Run 1, PDN straps and rails:
The bar under the picture is 50 um long. Pins as bars on the die edge.
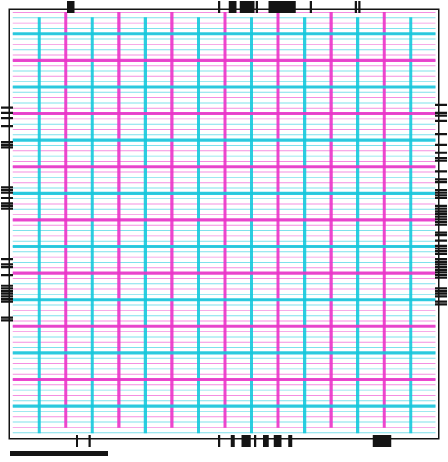
Run 1, cell classes on the final placement:
The bar under the picture is 50 um long.
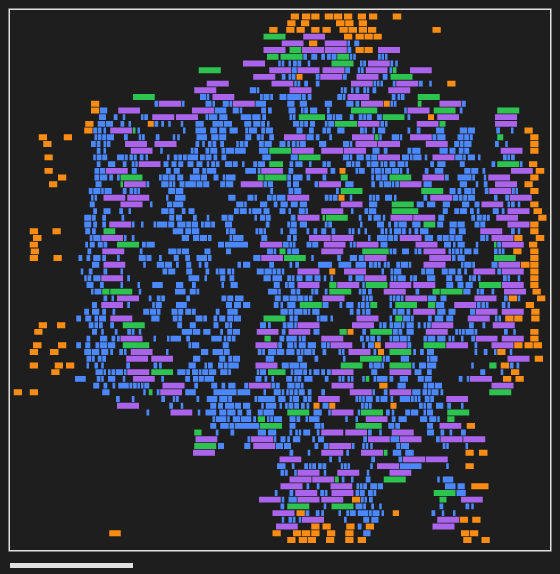
Run 1, routed clock nets over the placement:
The bar under the picture is 50 um long.
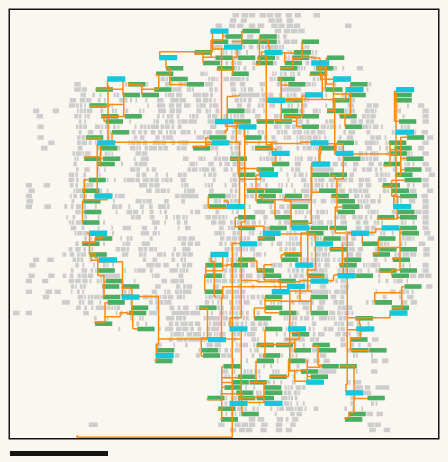
Run 1, signal wires by layer:
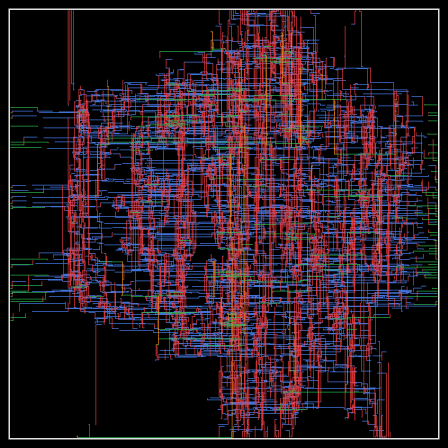
`src/rtl/seq_divider.sv`:
```
// seq_divider: multi-cycle restoring divider (one quotient bit per clock) with signed mode and ALU status flags
module seq_divider #(
  parameter int N = 32,
  localparam int CW = $clog2(N) + 1
) (
  input  logic         clk,
  input  logic         rst_n,
  input  logic         start,
  input  logic         signed_op,
  input  logic [N-1:0] dividend,
  input  logic [N-1:0] divisor,
  output logic         busy,
  output logic         done,
  output logic [N-1:0] quotient,
  output logic [N-1:0] remainder,
  output logic         dz_flag,
  output logic         of_flag,
  output logic         zr_flag,
  output logic         neg_flag
);
  typedef enum logic [1:0] {S_IDLE, S_CALC, S_DONE} state_t;
  state_t r_state, w_next;
  logic [CW-1:0] r_cnt;
  logic [N-1:0] r_rem, r_dq, r_dvs, r_dvd_orig;
  logic r_neg_q, r_neg_r, r_dz, r_of;
  logic w_dvd_neg, w_dvs_neg, w_last, w_no_borrow;
  logic [N-1:0] w_rem_lo, w_rem_next, w_q_next, w_q_fin, w_r_fin;
  logic [N:0] w_trial;
  assign w_dvd_neg = signed_op & dividend[N-1];
  assign w_dvs_neg = signed_op & divisor[N-1];
  assign w_last = (r_cnt == CW'(N - 1));
  // The bit shifted out of the remainder acts as the (N+1)-th minuend bit,
  // so an N-bit subtraction plus that bit decides the quotient bit.
  assign w_rem_lo = {r_rem[N-2:0], r_dq[N-1]};
  assign w_trial = {1'b0, w_rem_lo} - {1'b0, r_dvs};
  assign w_no_borrow = r_rem[N-1] | ~w_trial[N];
  assign w_rem_next = w_no_borrow ? w_trial[N-1:0] : w_rem_lo;
  assign w_q_next = {r_dq[N-2:0], w_no_borrow};
  assign w_q_fin = r_dz ? '1 : (r_neg_q ? -w_q_next : w_q_next);
  assign w_r_fin = r_dz ? r_dvd_orig : (r_neg_r ? -w_rem_next : w_rem_next);

  // state register
  always_ff @(posedge clk or negedge rst_n)
    if (!rst_n) r_state <= S_IDLE;
    else r_state <= w_next;

  // next-state and handshake outputs
  always_comb begin
    w_next = r_state;
    busy = 1'b0;
    done = 1'b0;
    case (r_state)
      S_IDLE: w_next = start ? S_CALC : S_IDLE;
      S_CALC: begin
        busy = 1'b1;
        w_next = w_last ? S_DONE : S_CALC;
      end
      S_DONE: begin
        busy = 1'b1;
        done = 1'b1;
        w_next = S_IDLE;
      end
      default: w_next = S_IDLE;
    endcase
  end

  // operand capture on accepted start, then one shift/subtract step per CALC cycle;
  // a zero divisor preloads the counter so a single pass reaches DONE
  always_ff @(posedge clk or negedge rst_n)
    if (!rst_n) begin
      r_cnt <= '0;
      r_rem <= '0;
      r_dq <= '0;
      r_dvs <= '0;
      r_dvd_orig <= '0;
      r_neg_q <= 1'b0;
      r_neg_r <= 1'b0;
      r_dz <= 1'b0;
      r_of <= 1'b0;
    end else if (r_state == S_IDLE && start) begin
      r_cnt <= (divisor == '0) ? CW'(N - 1) : '0;
      r_rem <= '0;
      r_dq <= w_dvd_neg ? -dividend : dividend;
      r_dvs <= w_dvs_neg ? -divisor : divisor;
      r_dvd_orig <= dividend;
      r_neg_q <= w_dvd_neg ^ w_dvs_neg;
      r_neg_r <= w_dvd_neg;
      r_dz <= (divisor == '0);
      r_of <= signed_op & (dividend == {1'b1, {(N-1){1'b0}}}) & (&divisor);
    end else if (r_state == S_CALC) begin
      r_cnt <= r_cnt + 1'b1;
      r_rem <= w_rem_next;
      r_dq <= w_q_next;
    end

  // sign-corrected results and flags, registered on the final iteration and held until the next one
  always_ff @(posedge clk or negedge rst_n)
    if (!rst_n) begin
      quotient <= '0;
      remainder <= '0;
      dz_flag <= 1'b0;
      of_flag <= 1'b0;
      zr_flag <= 1'b0;
      neg_flag <= 1'b0;
    end else if (r_state == S_CALC && w_last) begin
      quotient <= w_q_fin;
      remainder <= w_r_fin;
      dz_flag <= r_dz;
      of_flag <= r_of;
      zr_flag <= (w_q_fin == '0);
      neg_flag <= w_q_fin[N-1];
    end
endmodule

```
`config.mk`:
```
export PLATFORM = sky130hd
export DESIGN_NAME = seq_divider
export DESIGN_NICKNAME = d
export VERILOG_FILES = /design/src/rtl/seq_divider.sv
export SDC_FILE = /design/constraint.sdc
export NUM_CORES = 1
export LEC_CHECK = 0
export CAP_MARGIN = 20
export CORE_UTILIZATION = 30
export CTS_CLUSTER_DIAMETER = 30
export CTS_CLUSTER_SIZE = 40
export DETAILED_ROUTE_END_ITERATION = 8
export REMOVE_ABC_BUFFERS = 1
export SYNTH_ARGS = -nofsm -noshare
export SYNTH_HDL_FRONTEND = slang
export SYNTH_SLANG_ARGS = --single-unit
```
`constraint.sdc`:
```
create_clock -name clk -period 7.3 [get_ports clk]
set_clock_uncertainty 0.15 [all_clocks]
set_input_delay 1.46 -clock clk [delete_from_list [all_inputs] [get_ports clk]]
set_output_delay 1.46 -clock clk [all_outputs]
set_load 0.05 [all_outputs]
```
==> results_slide.txt, run 1 <==
Key Metrics from the Run

Status
  • Status: completed

Layout
  • Filler cells: around 4800
  • Logic area: about 0.0083 mm2
  • Final #Nets: 1916
  • Comb gates: 1331
  • Clk cell area share: 0.0981
  • Top Layout Cells: 266 x nand2_1, 207 x dfrtp_1, 170 x o21ai_0
  • Combinational share of cell area: 0.468
  • Non-clk bufs: 152
  • Fraction of final layout cells sized beyond drive strength 1: 0.0774
  • Fin cells: 2454
  • Sequential cell area: between 0.005 and 0.006 mm2
  • Total of clock buffers placed in the layout: roughly 59
  • Most numerous logic cell after layout: nand2_1

Timing
  • Worst-Margin Slew: 0.933 ns
  • Peak Freq: 181 MHz
  • Max-slew violation count: 0
  • Final WS setup: 1.77 ns
  • Setup violations, final: 0

Drt
  • Starting DRT DRC Count: just over 900
  • Top Layer Used: met4
  • Routed Antenna Nets: 0
  • Vias per inst: ~5.3
  • Wirelength per Cell: about 18 um
  • Met2 Wirelength: slightly above 20000 um
  • DRT Pass-1 Iters: 6
  • DRT Wirelength: about 44000 um

Yosys
  • Mux share: 0.0432
  • Simple-gate share of the synthesized area: 0.206
  • Top-count cell post-synth: nand2_1
  • Cell taking the most area after synthesis: dfrtp_1
  • Synth flops: 207
  • Synth top cells by count: 267 x nand2_1, 207 x dfrtp_1, 170 x o21ai_0
  • Post-Syn Area: 0.0141 mm2
  • Biggest area cells: dfrtp_1 37%, nand2_1 7.1%, o21ai_0 6.0%
  • Chip Area, Yosys: 0.0141 mm2
  • Sequential cell area fraction in the yosys report: 0.367

Clocking
  • CTS Root Cell: clkbuf_16
  • Hold buffers post-CTS: 0
  • Longest Clk Path Bufs: 3
  • Clock tree from TritonCTS: yes
  • CTS Buf Count: between 40 and 50
  • Num Clock Sinks: roughly 210
  • H-tree levels: 2
  • Post-cts repair resize count: 0
  • Clock-pin slew on the worst setup and hold paths: about 0.05 ns
  • Post CTS Setup Buffer Count: 0

Global routing
  • First-pass GRT wire length: just over 70000 um
  • Largest net degree at the start of global routing: 136
  • Grt met3 use: 0.0255
  • Tot GR Track Use: 0.187
  • GR Overflow Total: 0

Setup path
  • FF-to-FF Start: r_dq[31]
  • WP buf/inv: 3
  • CP Capture Type: flop
  • Crit-path max FO: 8
  • Critical Path AT: around 5.8 ns
  • End of the worst register-to-register path: zr_flag
  • Slowest CP cell: or3_1
  • Reg2Reg Depth: 22

Pwr
  • Clock share of power: 0.638
  • Sw frac: 0.233
  • Comb power frac: 0.040
  • Psw: between 0.8 and 0.9 mW
  • Tot Pwr: 3.57 mW
  • Power Density: approximately 200 mW/mm2

Placed design
  • Hpwl dp: ~33000 um
  • IO buf count: 137
  • Placed Area: between 0.015 and 0.02 mm2

Floorplan
  • Num ports: approximately 140

Run
  • Tool warnings: 30
-- 'PDN straps and rails' (at the start) --
VSS -> cyan
VDD -> magenta
signal pins = 138
met4 straps = 15
rows = 79
met5 straps = 15
chip width: 219 um
Max VDD drop: 139 uV
core area: 0.0465 mm2
die height: 219 um

-- 'cell classes on the final placement' (at the start) --
sequential cells -> purple  # cells 207, share of their area 31%
remaining logic cells -> blue  # cells 1396, share of their area 50%
remaining buffers and delay cells -> orange  # cells 152, share of their area 8.8%
clock drivers and dummy loads -> green  # cells 92, share of their area 10%
row count: 79
sequential cell area share: 0.292
Finished Core Util: 0.381
final instance area: 0.0177 mm2

-- 'routed clock nets over the placement' (at the start) --
clock wires -> orange  # length 3600 um
flip-flops -> green  # count 207
clock-net drivers -> cyan  # count 49
routed clock nets = 50
Clk. pwr: 2.28 mW
clk_lat worst skew: 0.56 ns

-- 'signal wires by layer' (at the start) --
M4 -> orange  # wire length 1220 um
M3 -> green  # wire length 2160 um
M1 -> blue  # wire length 20.4 mm
M2 -> red  # wire length 20.8 mm

## Run 2: what changed since run 1
==> constraint.sdc (replaced) <==
create_clock -name clk -period 4.5 [get_ports clk]
set_clock_uncertainty 0.15 [all_clocks]
set_input_delay 0.9 -clock clk [delete_from_list [all_inputs] [get_ports clk]]
set_output_delay 0.9 -clock clk [all_outputs]
set_load 0.05 [all_outputs]
Run 2, signal wires by layer:
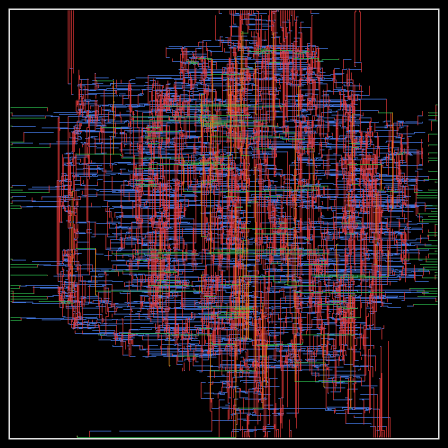
M3 -> green  # wire length 2520 um
M1 -> blue  # wire length 21.0 mm
M2 -> red  # wire length 21.4 mm
M4 -> orange  # wire length 1660 um

Run 2, PDN straps and rails:
The bar under the picture is 50 um long. Pins as bars on the die edge.
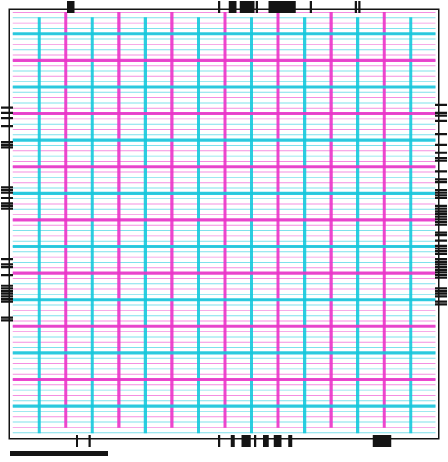
VSS -> cyan
VDD -> magenta
rows = 79
met5 straps = 15
met4 straps = 15
met1 rails = 80
Max VDD drop: 275 uV

==> results_slide.txt, run 2 <==
Key Metrics from the Run

Pwr
  • Tot Pwr: 5.52 mW (was 3.57 mW)
  • Comb power frac: 0.042 (was 0.040)
  • Sw frac: 0.249 (was 0.233)
  • Power Density: 295 mW/mm2 (was 202 mW/mm2)
  • Psw: 1.37 mW (was 0.833 mW)
  • Logic power comb: 0.234 mW (was 0.143 mW)

Yosys
  • Sequential cell area fraction in the yosys report: 0.367 (unchanged)
  • Simple-gate share of the synthesized area: 0.206 (unchanged)
  • Biggest area cells: dfrtp_1 37%, nand2_1 7.1%, o21ai_0 6.0% (unchanged)
  • Post-Syn Area: 0.0141 mm2 (unchanged)
  • Post-Synth Adder-Cell Area: 0.0378 (unchanged)
  • Synth top cells by count: 267 x nand2_1, 207 x dfrtp_1, 170 x o21ai_0 (unchanged)
  • Cell taking the most area after synthesis: dfrtp_1 (unchanged)
  • Top-count cell post-synth: nand2_1 (unchanged)
  • Chip Area, Yosys: 0.0141 mm2 (unchanged)
  • Yosys warns: 0 (unchanged)
  • Synth flops: 207 (unchanged)
  • Mux share: 0.0432 (unchanged)
  • # Cells Yosys: 1709 (unchanged)

Clocking
  • Hold buffers post-CTS: 0 (unchanged)
  • Clk_lat worst skew: 0.57 ns (was 0.56 ns)
  • CTS Buf Count: 47 (was 49)
  • Num Clock Sinks: 207 (unchanged)
  • Clock-pin slew on the worst setup and hold paths: 0.05 ns (about the same)
  • H-tree levels: 2 (unchanged)
  • CTS Root Cell: clkbuf_16 (unchanged)
  • Longest Clk Path Bufs: 3 (unchanged)
  • Clock tree from TritonCTS: yes (unchanged)
  • Post-cts repair resize count: 14 (was 0)

Layout
  • Final #Nets: 2037 (was 1916)
  • Non-clk bufs: 275 (was 152)
  • Top Layout Cells: 266 x nand2_1, 207 x dfrtp_1, 168 x o21ai_0 (was 266 x nand2_1, 207 x dfrtp_1, 170 x o21ai_0)
  • Final instance area: 0.0187 mm2 (was 0.0177 mm2)
  • Comb gates: 1331 (unchanged)
  • Logic area: 0.00843 mm2 (was 0.00829 mm2)
  • Fraction of final layout cells sized beyond drive strength 1: 0.144 (was 0.0774)
  • Clk cell area share: 0.0857 (was 0.0981)
  • Sequential cell area: 0.00518 mm2 (unchanged)
  • Sequential cell area share: 0.277 (was 0.292)
  • Combinational share of cell area: 0.451 (was 0.468)
  • Most numerous logic cell after layout: nand2_1 (unchanged)
  • Filler cells: 4669 (was 4755)
  • Finished Core Util: 0.402 (was 0.381)

Drt
  • Starting DRT DRC Count: 1031 (was 913)
  • Met2 Wirelength: 21400 um (was 20800 um)
  • Vias per inst: 5.20 (was 5.29)
  • Wirelength per Cell: 18.1 um (about the same)
  • DRT Wirelength: 46600 um (was 44500 um)
  • Top Layer Used: met4 (unchanged)
  • DRT Pass-1 Iters: 5 (was 6)
  • DR vias: 13379 (was 12974)
  • Routed Antenna Nets: 0 (unchanged)

Run
  • Tool warnings: 30 (unchanged)

Setup path
  • Reg2Reg Depth: 22 (unchanged)
  • FF-to-FF Start: r_dq[31] (unchanged)
  • End of the worst register-to-register path: zr_flag (unchanged)
  • Critical Path AT: 4.91 ns (was 5.84 ns)
  • CP Capture Type: flop (unchanged)
  • WP buf/inv: 3 (unchanged)

Hold path
  • Hold Path Class: primary input to async pin (was flop to flop)

Floorplan
  • Core area: 0.0465 mm2 (unchanged)
  • Row count: 79 (unchanged)
  • Num ports: 138 (unchanged)
  • Die height: 219 um (unchanged)
  • Chip width: 219 um (unchanged)
  • # Taps: 607 (unchanged)

Global routing
  • Grt met3 use: 0.0279 (was 0.0255)
  • GR Overflow Total: 0 (unchanged)
  • Largest net degree at the start of global routing: 87 (was 136)
  • Tot GR Track Use: 0.195 (was 0.187)
  • First-pass GRT wire length: 73600 um (was 71100 um)

Timing
  • Max-slew violation count: 0 (unchanged)
  • Setup violations, final: 1 (was 0)
  • Final WS setup: -0.0885 ns (was 1.77 ns)
  • Peak Freq: 218 MHz (was 181 MHz)
  • RSZ-0062 raised after global routing: yes (was no)
  • Worst-Margin Slew: 0.916 ns (was 0.933 ns)

Placed design
  • IO buf count: 137 (unchanged)
  • Placed Area: 0.0169 mm2 (was 0.0160 mm2)

Status
  • Status: complete, but fails checks (was completed)
  • Failing checks: negative setup slack
Run 2, routed clock nets over the placement:
The bar under the picture is 50 um long.
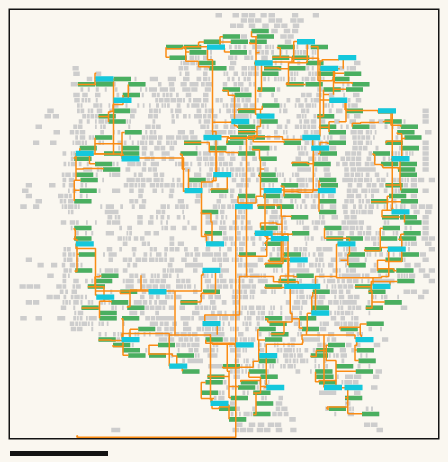
clock share of power: 0.620
Clk. pwr: 3.42 mW

No activity file was given, so power comes from the tool's default toggle rates.
